===== src/rtl/sync_fifo_core.sv =====
// sync_fifo_core: single-clock FIFO with an explicit occupancy counter,
// almost-full/almost-empty thresholds and one-cycle overflow/underflow pulses.
// All outputs come from registers, so no input reaches an output combinationally.
module sync_fifo_core #(
  parameter int DATA_WIDTH = 8,
  parameter int DEPTH      = 8,
  parameter int AF_THRESH  = DEPTH - 2,
  parameter int AE_THRESH  = 2
) (
  input  logic                    clk,
  input  logic                    rst,
  input  logic                    wr_en,
  input  logic [DATA_WIDTH-1:0]   data_in,
  input  logic                    rd_en,
  output logic [DATA_WIDTH-1:0]   data_out,
  output logic                    full,
  output logic                    empty,
  output logic                    almost_full,
  output logic                    almost_empty,
  output logic [$clog2(DEPTH):0]  count,
  output logic                    overflow,
  output logic                    underflow
);

  localparam int AW = $clog2(DEPTH);
  localparam int CW = AW + 1;

  // Storage is deliberately left out of reset so it can map onto RAM.
  logic [DATA_WIDTH-1:0] mem [DEPTH];

  logic [AW-1:0]         wr_ptr_reg;
  logic [AW-1:0]         rd_ptr_reg;
  logic [CW-1:0]         count_reg;
  logic [CW-1:0]         count_next;
  logic [DATA_WIDTH-1:0] data_out_reg;
  logic                  full_reg;
  logic                  empty_reg;
  logic                  almost_full_reg;
  logic                  almost_empty_reg;
  logic                  overflow_reg;
  logic                  underflow_reg;

  logic                  wr_acc;
  logic                  rd_acc;

  // A full FIFO never accepts a write and an empty one never serves a read,
  // so there is no write-to-read bypass in either corner.
  assign wr_acc = wr_en & ~full_reg;
  assign rd_acc = rd_en & ~empty_reg;

  // Next occupancy; a simultaneous accepted read and write cancel out.
  always_comb begin
    count_next = count_reg;
    if (wr_acc && !rd_acc) begin
      count_next = count_reg + CW'(1);
    end else if (rd_acc && !wr_acc) begin
      count_next = count_reg - CW'(1);
    end
  end

  // Memory write port.
  always_ff @(posedge clk) begin
    if (wr_acc) begin
      mem[wr_ptr_reg] <= data_in;
    end
  end

  // Pointers, counter, registered read data, flags and error pulses.
  always_ff @(posedge clk or posedge rst) begin
    if (rst) begin
      wr_ptr_reg       <= '0;
      rd_ptr_reg       <= '0;
      count_reg        <= '0;
      data_out_reg     <= '0;
      full_reg         <= 1'b0;
      empty_reg        <= 1'b1;
      almost_full_reg  <= 1'b0;
      almost_empty_reg <= 1'b1;
      overflow_reg     <= 1'b0;
      underflow_reg    <= 1'b0;
    end else begin
      if (wr_acc) begin
        wr_ptr_reg <= wr_ptr_reg + AW'(1);
      end
      if (rd_acc) begin
        rd_ptr_reg   <= rd_ptr_reg + AW'(1);
        data_out_reg <= mem[rd_ptr_reg];
      end
      count_reg        <= count_next;
      // Flags look at the next count so they line up with the new occupancy.
      full_reg         <= (count_next == CW'(DEPTH));
      empty_reg        <= (count_next == '0);
      almost_full_reg  <= (count_next >= CW'(AF_THRESH));
      almost_empty_reg <= (count_next <= CW'(AE_THRESH));
      overflow_reg     <= wr_en & full_reg;
      underflow_reg    <= rd_en & empty_reg;
    end
  end

  assign data_out     = data_out_reg;
  assign full         = full_reg;
  assign empty        = empty_reg;
  assign almost_full  = almost_full_reg;
  assign almost_empty = almost_empty_reg;
  assign count        = count_reg;
  assign overflow     = overflow_reg;
  assign underflow    = underflow_reg;

endmodule


===== config.mk =====
export PLATFORM = sky130hd
export DESIGN_NAME = sync_fifo_core
export DESIGN_NICKNAME = d
export VERILOG_FILES = /design/src/rtl/sync_fifo_core.sv
export SDC_FILE = /design/constraint.sdc
export NUM_CORES = 1
export LEC_CHECK = 0
export ABC_AREA = 1
export CAP_MARGIN = 30
export CORE_ASPECT_RATIO = 0.7
export CORE_MARGIN = 2
export CORE_UTILIZATION = 57
export DETAILED_ROUTE_END_ITERATION = 6
export GPL_TIMING_DRIVEN = 0
export MAX_ROUTING_LAYER = met4
export PLACE_DENSITY_LB_ADDON = 0.1
export SLEW_MARGIN = 10
export SYNTH_ARGS = -nofsm -noshare
export SYNTH_HDL_FRONTEND = slang
export SYNTH_SLANG_ARGS = --single-unit

===== constraint.sdc =====
create_clock -name clk -period 2.4 [get_ports clk]
set_clock_uncertainty 0.15 [all_clocks]
set_input_delay 0.36 -clock clk [delete_from_list [all_inputs] [get_ports clk]]
set_output_delay 0.36 -clock clk [all_outputs]
set_load 0.05 [all_outputs]

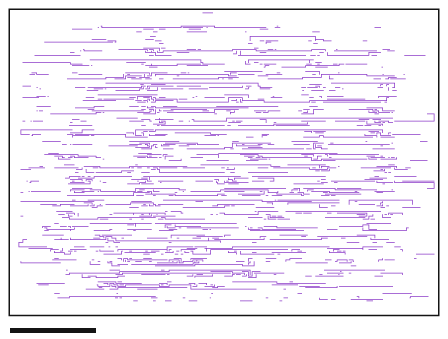
**Above:** run 1 (signal wires on met1).
Bar = 20 µm.
The wires run mostly horizontal. The layer carries 3690 µm of wire. 353 nets have wire on it. The longest straight run is 52.9 µm. The layer holds 46% of the routed length.
grt met1 use: 0.360
DR vias: 2455
final wirelength: 8.00 mm

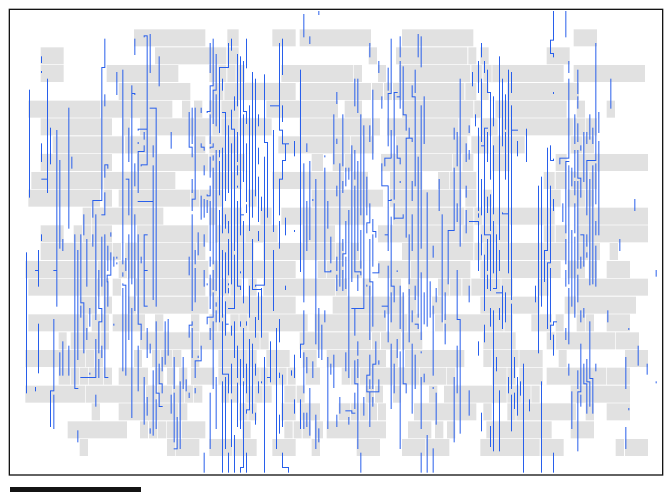
**Above:** run 1 (signal wires on met2).
Bar = 20 µm.
290 nets have wire on it. The wires run mostly vertical.

==> results_slide.txt, run 1 <==
Implementation Results

Cells and area
  – Seq/total area: 0.593
  – Fraction of layout cells with a size suffix above 1: 0.111
  – Flip-flop and latch area: between 2000 and 3000 µm²
  – Bufs w/o clock: around 43
  – Seq_cells: about 88
  – Clock-cell share of area: 0.0444
  – Comb area share: 0.217
  – Area growth syn-to-layout: 16.8%
  – MI comb area: just over 900 µm²
  – Fin cells: approximately 450
  – Clk_buf instances: 11
  – Multi-input gates: between 150 and 200
  – Inverter count: 33
  – Final-layout fill cell count: approximately 460
  – Max FFs per register: between 60 and 70
  – Antenna Diode Count: 0
  – Largest class: registers
  – Data buffer area share: 0.0932
  – Total Nets Final: around 380

Critical path
  – CP Data Arrival Time: 2.13 ns
  – Reg2reg setup slack: ~0.15 ns
  – Worst-path fanout max: 8
  – WP data required: 2.23 ns
  – RR Startpoint: full$_DFF_PP0_
  – Critical Path Start Type: primary input
  – Delay-heaviest family, CP: simple AND/OR/NAND/NOR gates
  – Critical path cell sequence: clkdlybuf4s50_1, nand2_1, or2_2, nor2_1
  – CP Class: in -> reg
  – Reg2Reg Depth: 4
  – Crit. End Element: register
  – Number of buffers and inverters on the critical path: 1
  – Max incr delay on CP: between 0.7 and 0.8 ns
  – Terminus of the critical flop-to-flop path: mem[0][4]$_DFFE_PP_
  – CP max-delay cell: nor2_1

STA
  – Final tally of setup violations: 0
  – Fin crit share: 0.957
  – Setup TNS: 0 ns
  – RSZ-0062 raised after global routing: no
  – Slew margin rel.: 0.367
  – Fin crit period: 2.30 ns
  – F_max: between 0.4 and 0.5 GHz
  – Slew Limit Fails: 0
  – Fin worst setup slack: roughly 0.10 ns
  – Hold Vio Cnt, Final: 0
  – Worst Max-Slew Pin Slew: 0.947 ns

Placement
  – Post-placement worst setup slack: -0.251 ns
  – Final GP Congestion: 0.882
  – Hpwl dp: 5.34 mm
  – Inst Count DP: 430
  – Port Buf Inserts: 29

Floorplan
  – DIE HEIGHT: 70.9 µm
  – IO Pins: 30
  – Total core area: 6220 µm²
  – Rows: 24
  – FP Util: 0.586
  – Die area: between 7000 and 8000 µm²
  – Die Span X: roughly 100 µm
  – # Taps: roughly 78

CTS
  – TritonCTS clock tree: built
  – CTS Buf Count: 9
  – CTS max path bufs: 2
  – Depth of the CTS H-tree: 3
  – CTS Sinks: between 80 and 90
  – # Post-CTS Setup Buffers: 0
  – # resized after CTS: 0
  – Clock input transition at the sequential cells of the worst setup and hold paths: approximately 0.08 ns
  – Hold buffer count at CTS: 0
  – Worst skew pair latency: between 0.3 and 0.4 ns
  – CTS root buffer: clkbuf_8

Yosys
  – Syn Std Cell Area: approximately 3600 µm²
  – Syn avg cell area: about 11 µm²
  – Cell count after synthesis: between 300 and 400
  – Dominant cell type by area after synthesis: edfxtp_1
  – Yosys cell count: roughly 320
  – Top-area cell share: 0.527
  – Yosys Chip Area: ~3600 µm²
  – Yosys reg bits: approximately 88
  – Synth unique cells: 25
  – Synth Seq Share: 0.693
  – Syn Nets: 339
  – Cell area leaders: edfxtp_1, dfrtp_1, nand2_1
  – Ys Warns: 0

Drt
  – M1 WL: roughly 3.7 mm
  – Met2 Wirelength: ~3.6 mm
  – Detailed-route vias per instance: 5.48
  – Initial drt markers: around 170
  – DR WL/cell: around 18 µm
  – DRC: 0
  – Post-route ant nets: 0
  – Drt first pass iters: 5
  – Top sig layer: met4
  – Met3 WL: approximately 540 µm

Pwr
  – Switching power: between 2 and 2.5 mW
  – Internal power: 3.14 mW
  – Switch share: 0.416
  – Cell leakage power: between 1.5 and 2 nW
  – Peak supply drop: around 0.65 mV
  – Gate power share: 0.419
  – Clock power share: 0.182
  – Power Density: 1260 nW/µm²
  – Total Power: roughly 5.4 mW
  – Sequential power share: 0.399

Global route
  – Pin count of the biggest net entering global routing: 25
  – Vias in the first global route: 2334
  – Initial antenna violation count: 0
  – GRT overflow: 0
  – Total global-route track usage: 0.248
  – First-pass GRT wire length: 12.2 mm

Flow run
  – Max Cap Viol: 0
  – Tool warnings: 27

Run status
  – Outcome: completed

Min path
  – Worst Hold Class: in -> async
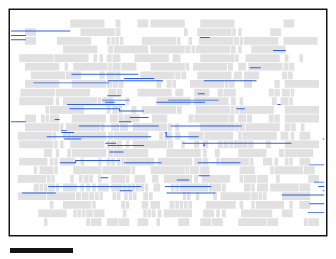
**Above:** run 1 (met3 routing).
Bar = 20 µm.
The wires run mostly horizontal. The longest straight run is 34.0 µm.

==> run 1: kinds of logic (layout without fill, tap and decap cells) <==
group | after synthesis | count (layout) | synth area share
flops | 88 | 88 | 0.693
xor+xnor | 3 | 3 | 0.00721
compound gates | 60 | 60 | 0.0944
simple gates | 123 | 123 | 0.138
fa+ha+maj | 4 | 4 | 0.0137
buf+inv | 45 | 92 | 0.0535
==> run 1: metal layers <==
| layer | GRT usage | vias up |
|---|---|---|
| met3 | 0.0573 | 15 |
| met5 | - | - |
| li1 | - | 1180 |
| met2 | 0.344 | 92 |
| met1 | 0.360 | 1168 |
| met4 | 0.0974 | 0 |
==> run 1: cell usage after synthesis <==
| cell type | n |
|---|---|
| a21oi_1 | 8 |
| a21oi_2 | 1 |
| buf_2 | 8 |
| buf_6 | 2 |
| clkbuf_1 | 1 |
| clkbuf_2 | 1 |
| clkinv_1 | 1 |
| dfrtp_1 | 22 |
| dfstp_2 | 2 |
| edfxtp_1 | 64 |
| ha_1 | 4 |
| inv_1 | 28 |
| inv_2 | 4 |
| nand2_1 | 56 |
| nand2_2 | 3 |
| nand3_1 | 12 |
| nand4_1 | 1 |
| nor2_1 | 46 |
| nor2_2 | 3 |
| nor2_4 | 1 |
| o211ai_1 | 16 |
| o21ai_0 | 29 |
| o21ai_1 | 6 |
| or2_2 | 1 |
| xor2_1 | 3 |
==> run 1: worst max-delay path by stage <==
stage	depth (start not counted)	startpoint	end
5_1_grt	4	wr_en	mem[0][3]$_DFFE_PP_
3_5_place_dp	4	wr_en	mem[4][3]$_DFFE_PP_
6_report	4	wr_en	mem[0][4]$_DFFE_PP_
3_3_place_gp	4	wr_en	mem[0][3]$_DFFE_PP_
2_1_floorplan	4	full$_DFF_PP0_	mem[4][0]$_DFFE_PP_
4_1_cts	4	wr_en	mem[0][3]$_DFFE_PP_
==> run 1: metrics by stage <==
| stage | cell area, µm² | util | hold WS [ns] |
|---|---|---|---|
| 2_1_floorplan | 3640 | - | 0.223 |
| 3_3_place_gp | 4030 | 0.649 | 0.316 |
| 3_5_place_dp | 4030 | 0.649 | 0.317 |
| 4_1_cts | 4220 | 0.679 | 0.339 |
| 5_1_grt | 4260 | 0.685 | 0.142 |
| 6_report | 4260 | 0.685 | 0.125 |
==> run 1: placed cells by master (no fill, tap or decap) <==
master,n
buf_6,2
clkbuf_2,1
nand2_1,56
bufinv_16,1
buf_2,8
buf_16,1
inv_1,28
or2_2,1
clkinv_1,2
nand3_1,12
ha_1,4
inv_2,4
nor2_4,1
edfxtp_1,64
a21oi_2,1
clkbuf_1,3
clkinvlp_4,2
dfstp_2,2
a21oi_1,8
nor2_1,46
nor2_2,3
buf_4,1
clkdlybuf4s50_1,29
o21ai_0,29
nand2_2,3
o211ai_1,16
clkbuf_8,9
clkinv_4,1
nand4_1,1
xor2_1,3
dfrtp_1,22
o21ai_1,6
==> run 1: power by group through the flow <==
stage | combinational, mW | clock, mW | sequential (mW)
final | 2.25 | 0.981 | 2.14
after global routing | 2.44 | 1.05 | 2.18
after CTS | 2.23 | 0.987 | 2.14
after detailed placement | 2.22 | 0 | 2.17
after global placement | 2.16 | 0 | 2.16
after floorplan | 1.09 | 0 | 2.57
**Run 1: congestion heat map**

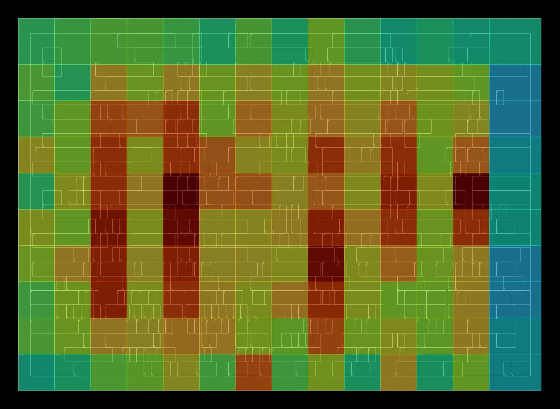

--- run 2 (diff from run 1) ---
--- a/config.mk
+++ b/config.mk
@@ -13,7 +13,7 @@
 export DETAILED_ROUTE_END_ITERATION = 6
 export GPL_TIMING_DRIVEN = 0
 export MAX_ROUTING_LAYER = met4
-export PLACE_DENSITY_LB_ADDON = 0.1
+export PLACE_DENSITY = 0.77
 export SLEW_MARGIN = 10
 export SYNTH_ARGS = -nofsm -noshare
 export SYNTH_HDL_FRONTEND = slang
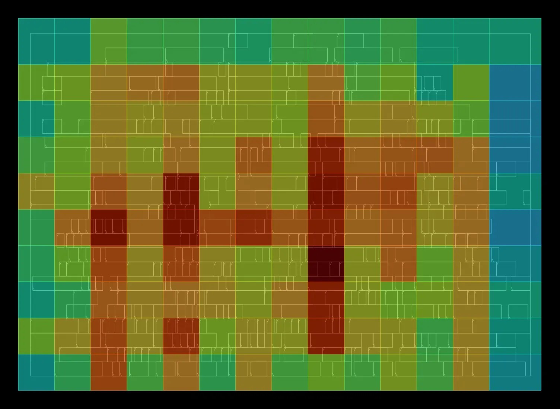
**Above:** run 2 (congestion heat map).
met2 Resource Use GR: 0.348
GRT Max-Usage Layer: met1
grt met1 use: 0.359
total global-route track usage: 0.251
DR WL/cell: 17.2 µm

==> run 2 against run 1 <==
Effect of this change: critical path type is now reg -> out; critical endpoint is now empty; global-route usage rose by 0.33 points; final area rose by 0.53%; register-to-register slack better by 0.06 ns; non-clock buffer count decreased by 1; total power rose by 1.5%; routed wire length down 4.0%; final cell count fell by 0.22%; clock power is about 10% higher; worst hold slack worse by 0.094 ns; via count rose by 1.3%.
==> results_slide.txt, run 2 <==
Implementation Results

Run status
  – Outcome: completed

Cells and area
  – Design area: about 4300 µm²
  – Fraction of layout cells with a size suffix above 1: 0.117
  – Most numerous logic cell after layout: edfxtp_1
  – Max FFs per register: 64
  – Total Nets Final: between 300 and 400
  – Final-layout fill cell count: approximately 460
  – Antenna Diode Count: 0
  – Top cells excl fill/tap: edfxtp_1, nand2_1, nor2_1
  – Fin cells: around 450
  – Area growth syn-to-layout: 17.4%

Critical path
  – CP Data Arrival Time: about 1.8 ns
  – Worst-path fanout max: 4
  – Crit. End Element: output port
  – Number of buffers and inverters on the critical path: 1
  – Critical path cell sequence: clkdlybuf4s50_1
  – WP data required: 1.89 ns
  – CP Class: reg -> out
  – Max incr delay on CP: 0.81 ns
  – Delay-heaviest family, CP: buffers and inverters
  – CP max-delay cell: clkdlybuf4s50_1
  – Critical Path Start Type: register

CTS
  – CTS Sinks: about 88
  – Depth of the CTS H-tree: 3
  – Clock input transition at the sequential cells of the worst setup and hold paths: around 0.08 ns
  – Worst skew pair latency: about 0.36 ns
  – Hold buffer count at CTS: 0
  – CTS root buffer: clkbuf_8
  – # resized after CTS: 0
  – TritonCTS clock tree: built
  – # Post-CTS Setup Buffers: 0
  – CTS max path bufs: 2
  – CTS Buf Count: 9

STA
  – F_max: around 0.44 GHz
  – Fin crit period: ~2.3 ns
  – Slew Limit Fails: 0
  – RSZ-0062 raised after global routing: no
  – Slew margin rel.: 0.378
  – Final tally of setup violations: 0
  – Worst Max-Slew Pin Slew: 0.930 ns
  – Fin crit share: 0.942
  – Hold Vio Cnt, Final: 0
  – Fin worst setup slack: about 0.14 ns

Drt
  – DR vias: roughly 2.5k
  – Final wirelength: approximately 7.7 mm
  – Detailed-route vias per instance: 5.56
  – DRC: 0
  – Drt first pass iters: 7
  – Initial drt markers: approximately 280
  – Post-route ant nets: 0

Flow run
  – Tool warnings: 27
  – Max Cap Viol: 0

Global route
  – Pin count of the biggest net entering global routing: 25
  – First-pass GRT wire length: roughly 13 mm
  – M3 GR Usage: 0.0672
  – Initial antenna violation count: 0
  – Vias in the first global route: 2383
  – GRT overflow: 0

Yosys
  – Top-area cell share: 0.527
  – Top post-synthesis cells by count: edfxtp_1, nand2_1, nor2_1
  – Synth Flop Type: edfxtp_1
  – Cell area leaders: edfxtp_1, dfrtp_1, nand2_1
  – Post-synth EDFFs: ~64
  – Yosys Chip Area: 3640 µm²
  – Top cell type by instance count after synthesis: edfxtp_1
  – Synth async-reset ratio: 0.273
  – Synth unique cells: 25
  – Yosys cell count: 323
  – Dominant cell type by area after synthesis: edfxtp_1
  – Ys Warns: 0
  – Syn Std Cell Area: about 3600 µm²
  – Synth Seq Share: 0.693
  – Syn Nets: 339
  – Yosys reg bits: around 88
  – Syn avg cell area: 11.3 µm²
  – Cell count after synthesis: around 320

Pwr
  – Total Power: 5.46 mW
  – Switch share: 0.405
  – Clock power share: 0.203
  – Gate power share: 0.405
  – Power Density: between 1000 and 1500 nW/µm²
  – Internal power: around 3.2 mW
  – Peak supply drop: ~0.77 mV
  – Sequential power share: 0.392
  – Switching power: roughly 2.2 mW
  – Cell leakage power: 1.70 nW

Floorplan
  – Total core area: 6220 µm²
  – Rows: 24
  – FP Util: 0.586
  – Die area: about 7100 µm²
  – IO Pins: 30
  – DIE HEIGHT: between 70 and 80 µm
  – Die Span X: 99.6 µm

Min path
  – Worst Hold Class: in -> async

Placement
  – Placed Area: between 4000 and 5000 µm²
  – Hpwl dp: approximately 5.2 mm
  – Post-placement worst setup slack: -0.179 ns
  – Final GP Congestion: slightly below 0.9
  – Port Buf Inserts: 29
  – Inst Count DP: 430
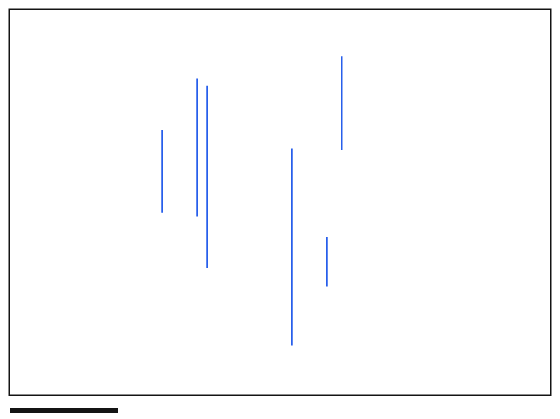
**Above:** run 2 (M4 wires).
Bar = 20 µm.
The wires run mostly vertical. The layer carries 135 µm of wire. The layer holds 1.8% of the routed length.

-- run 2: per-stage QoR --
stage | hold WS, ns | util | TNS [ns]
after global routing | 0.0563 | 0.688 | 0
final | 0.0310 | 0.688 | 0
after global placement | 0.315 | 0.649 | -5.36
after detailed placement | 0.322 | 0.649 | -7.96
after CTS | 0.344 | 0.684 | 0
after floorplan | 0.223 | - | 0
-- run 2: path summary, 6_finish.rpt --
| path | from | slack, ns | endpoint | depth (start not counted) |
|---|---|---|---|---|
| worst max-delay path | empty$_DFF_PP1_ | 0.14 | empty | 1 |
| worst min-delay path | rst | 0.03 | data_out[3]$_DFFE_PP0P_ | 2 |
| worst max register to register | full$_DFF_PP0_ | 0.21 | mem[6][7]$_DFFE_PP_ | 4 |
| worst min register to register | data_out[2]$_DFFE_PP0P_ | 0.34 | data_out[2]$_DFFE_PP0P_ | 2 |
| max in group asynchronous | rst | 1.63 | almost_empty$_DFF_PP1_ | 3 |
| min in group clk | data_out[2]$_DFFE_PP0P_ | 0.34 | data_out[2]$_DFFE_PP0P_ | 2 |
-- run 2: area by class of cell --
| class | count | area, µm² | area share |
|---|---|---|---|
| Tap cell | 78 | 97.6 | 0.0228 |
| Buffer | 12 | 71.3 | 0.0167 |
| Multi-Input combinational cell | 190 | 925 | 0.216 |
| Clock buffer | 9 | 124 | 0.0289 |
| Inverter | 33 | 124 | 0.0289 |
| Sequential cell | 88 | 2520 | 0.590 |
| Clock inverter | 7 | 95.1 | 0.0222 |
| Timing Repair Buffer | 30 | 318 | 0.0743 |
-- run 2: cells by family after synthesis --
| family | synth area share |
|---|---|
| flip-flops | 0.693 |
| AND/OR/NAND/NOR | 0.138 |
| AND-OR/OR-AND | 0.0944 |
| buffers and inverters | 0.0535 |
| adder cells (fa/ha/maj) | 0.0137 |
| XOR/XNOR | 0.00721 |
-- run 2: layer usage --
metal  routed length [µm]  part of all wire  up-vias
li1                     -                 -     1175
met1                 3440              0.45     1169
met2                 3400              0.44      126
met3                  707             0.092       16
met4                  135             0.018        0
met5                    0                 0        -
-- run 2: power groups by stage --
stage	registers (mW)	clock network, mW	logic (mW)
floorplan	2.57	0	1.09
global placement	2.16	0	2.13
detailed placement	2.17	0	2.17
CTS	2.14	1.13	2.20
global route	2.18	1.20	2.42
finish	2.14	1.11	2.21
--- run 3 (diff from run 2) ---
--- a/config.mk
+++ b/config.mk
@@ -14,6 +14,7 @@
 export GPL_TIMING_DRIVEN = 0
 export MAX_ROUTING_LAYER = met4
 export PLACE_DENSITY = 0.77
+export SKIP_LAST_GASP = 1
 export SLEW_MARGIN = 10
 export SYNTH_ARGS = -nofsm -noshare
 export SYNTH_HDL_FRONTEND = slang
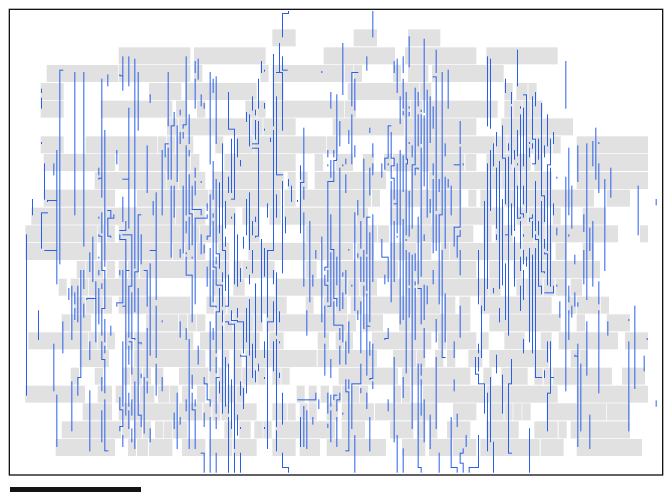
**Above:** run 3 (signal wires on met2).
Bar = 20 µm.
The longest straight run is 32.6 µm. The layer carries 3400 µm of wire. The wires run mostly vertical. The layer holds 44% of the routed length.
final wirelength: 7.68 mm
DR vias: 2486

==> run 3 against run 2 <==
Effect of this change: area after synthesis stayed put; final cell count stayed put; final area stayed put; core utilization stayed put; sequential share of layout area stayed put; critical path depth stayed put; first-iteration DRC count stayed put; critical endpoint unchanged; die area stayed put.
==> results_slide.txt, run 3 <==
Implementation Results

Flow run
  – Tool warnings: 27
  – Max Cap Viol: 0

Yosys
  – Yosys Chip Area: between 3000 and 4000 µm²
  – Cell area leaders: edfxtp_1, dfrtp_1, nand2_1
  – Synth async-reset ratio: 0.273
  – Synth unique cells: 25
  – Synth Flop Type: edfxtp_1
  – Post-synth EDFFs: approximately 64
  – Cell count after synthesis: between 300 and 400
  – Synth Area in Adders: 0.0137
  – Syn avg cell area: between 10 and 15 µm²
  – Dominant cell type by area after synthesis: edfxtp_1
  – Simple-Gate Area Share: 0.138
  – Post-Synth AOI/OAI Area: 0.0944
  – Syn Std Cell Area: roughly 3600 µm²
  – Yosys cell count: between 300 and 400
  – Xor+xnor area frac: 0.00721
  – Ys Warns: 0
  – Top logic family: simple AND/OR/NAND/NOR gates
  – Synth mux share: 0
  – Syn Nets: between 300 and 400
  – Top-area cell share: 0.527
  – Yosys reg bits: 88
  – Synth Seq Share: 0.693
  – Top cell type by instance count after synthesis: edfxtp_1
  – Top post-synthesis cells by count: edfxtp_1, nand2_1, nor2_1

Cells and area
  – Total Nets Final: approximately 380
  – Area growth syn-to-layout: 17.4%
  – Max FFs per register: about 64
  – Fraction of layout cells with a size suffix above 1: 0.117
  – Post-layout util: 0.688
  – Most numerous logic cell after layout: edfxtp_1
  – Top cells excl fill/tap: edfxtp_1, nand2_1, nor2_1
  – Antenna Diode Count: 0
  – Fin cells: approximately 450

Drt
  – DRC: 0
  – DR WL/cell: ~17 µm
  – Detailed-route vias per instance: roughly 5.6
  – Post-route ant nets: 0
  – Initial drt markers: between 200 and 300
  – Drt first pass iters: 7

Placement
  – Final GP Congestion: slightly below 0.9
  – Port Buf Inserts: 29
  – Hpwl dp: approximately 5.2 mm
  – Inst Count DP: between 400 and 500

Floorplan
  – Die Span X: around 100 µm
  – DIE HEIGHT: 70.9 µm
  – Rows: 24
  – Total core area: ~6200 µm²
  – FP Util: 0.586
  – IO Pins: 30
  – Die area: 7060 µm²

Critical path
  – CP Data Arrival Time: approximately 1.8 ns
  – Crit path from: empty$_DFF_PP1_
  – WP data required: around 1.9 ns
  – CP max-delay cell: clkdlybuf4s50_1
  – Critical Path Start Type: register
  – Delay-heaviest family, CP: buffers and inverters
  – Critical path cell sequence: clkdlybuf4s50_1
  – CP Class: reg -> out
  – Crit. End Element: output port
  – Max incr delay on CP: ~0.8 ns
  – RR Startpoint: full$_DFF_PP0_
  – Worst-path fanout max: 4
  – Number of buffers and inverters on the critical path: 1

Pwr
  – Total Power: 5.46 mW
  – Cell leakage power: between 1.5 and 2 nW
  – Power Density: roughly 1300 nW/µm²
  – Peak supply drop: 0.773 mV

STA
  – Fin crit period: about 2.3 ns
  – Final tally of setup violations: 0
  – F_max: roughly 0.44 GHz
  – Slew Limit Fails: 0
  – Slew margin rel.: 0.378
  – Worst Max-Slew Pin Slew: 0.930 ns
  – RSZ-0062 raised after global routing: no
  – Hold_ws: a little over 0.03 ns
  – Fin crit share: 0.942
  – Hold Vio Cnt, Final: 0

CTS
  – Hold buffer count at CTS: 0
  – Worst skew pair latency: 0.36 ns
  – TritonCTS clock tree: built
  – CTS Sinks: roughly 88
  – # Post-CTS Setup Buffers: 0
  – # resized after CTS: 0
  – CTS max path bufs: 2
  – CTS Buf Count: 9
  – Clock input transition at the sequential cells of the worst setup and hold paths: ~0.08 ns
  – Depth of the CTS H-tree: 3
  – CTS root buffer: clkbuf_8

Global route
  – Total global-route track usage: 0.251
  – First-pass GRT wire length: about 13 mm
  – GRT overflow: 0
  – Vias in the first global route: 2383
  – Initial antenna violation count: 0
  – Pin count of the biggest net entering global routing: 25

Run status
  – Outcome: completed

Min path
  – Worst Hold Class: in -> async
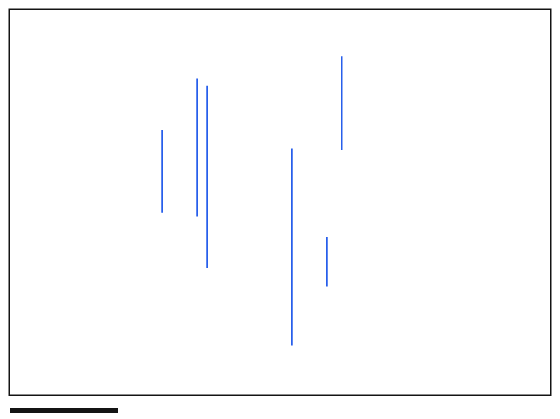
**Above:** run 3 (M4 wires).
Bar = 20 µm.

## run 3: cell counts after synthesis
No cell type changed its count.
## run 3: logic make-up after synthesis
group,Yosys count
compound gates,60
xor+xnor,3
fa+ha+maj,4
buf+inv,45
flops,88
simple gates,123
## run 3: routing by layer
metal,share of wire,GRT usage,vias up
li1,-,-,1175
met1,0.45,0.359,1169
met2,0.44,0.348,126
met3,0.092,0.0672,16
met4,0.018,0.0974,0
met5,0,-,-
## run 3: worst paths after layout
check | endpoint | cells after the start | slack (ns)
setup / recovery | empty | 1 | 0.14
hold / removal | data_out[3]$_DFFE_PP0P_ | 2 | 0.03
setup reg to reg | mem[6][7]$_DFFE_PP_ | 4 | 0.21
hold reg to reg | data_out[2]$_DFFE_PP0P_ | 2 | 0.34
max in group asynchronous | almost_empty$_DFF_PP1_ | 3 | 1.63
min in group clk | data_out[2]$_DFFE_PP0P_ | 2 | 0.34
## run 3: cell type report
| class | instances | area [µm²] |
|---|---|---|
| inverters | 33 | 124 |
| flip-flops and latches | 88 | 2520 |
| clock inverters | 7 | 95.1 |
| well taps | 78 | 97.6 |
| plain buffers | 12 | 71.3 |
| clock buffers | 9 | 124 |
| fillers | 456 | 1940 |
| multi-input cells | 190 | 925 |
| repair buffers | 30 | 318 |
## run 3: metrics by stage
stage / area [µm²] / setup TNS, ns / setup slack (ns)
floorplan: 3640 / 0 / 0.406
detailed placement: 4030 / -7.96 / -0.179
global placement: 4030 / -5.36 / -0.173
CTS: 4250 / 0 / 0.122
global route: 4280 / 0 / 0.0591
finish: 4280 / 0 / 0.140
## run 3: where the power goes
| group | internal, mW | switching, mW | total (mW) |
|---|---|---|---|
| Clock | 0.587 | 0.524 | 1.11 |
| Combinational | 0.692 | 1.52 | 2.21 |
| Sequential | 1.97 | 0.171 | 2.14 |
| Total | 3.25 | 2.21 | 5.46 |
Power is estimated from default activity; no workload was simulated.
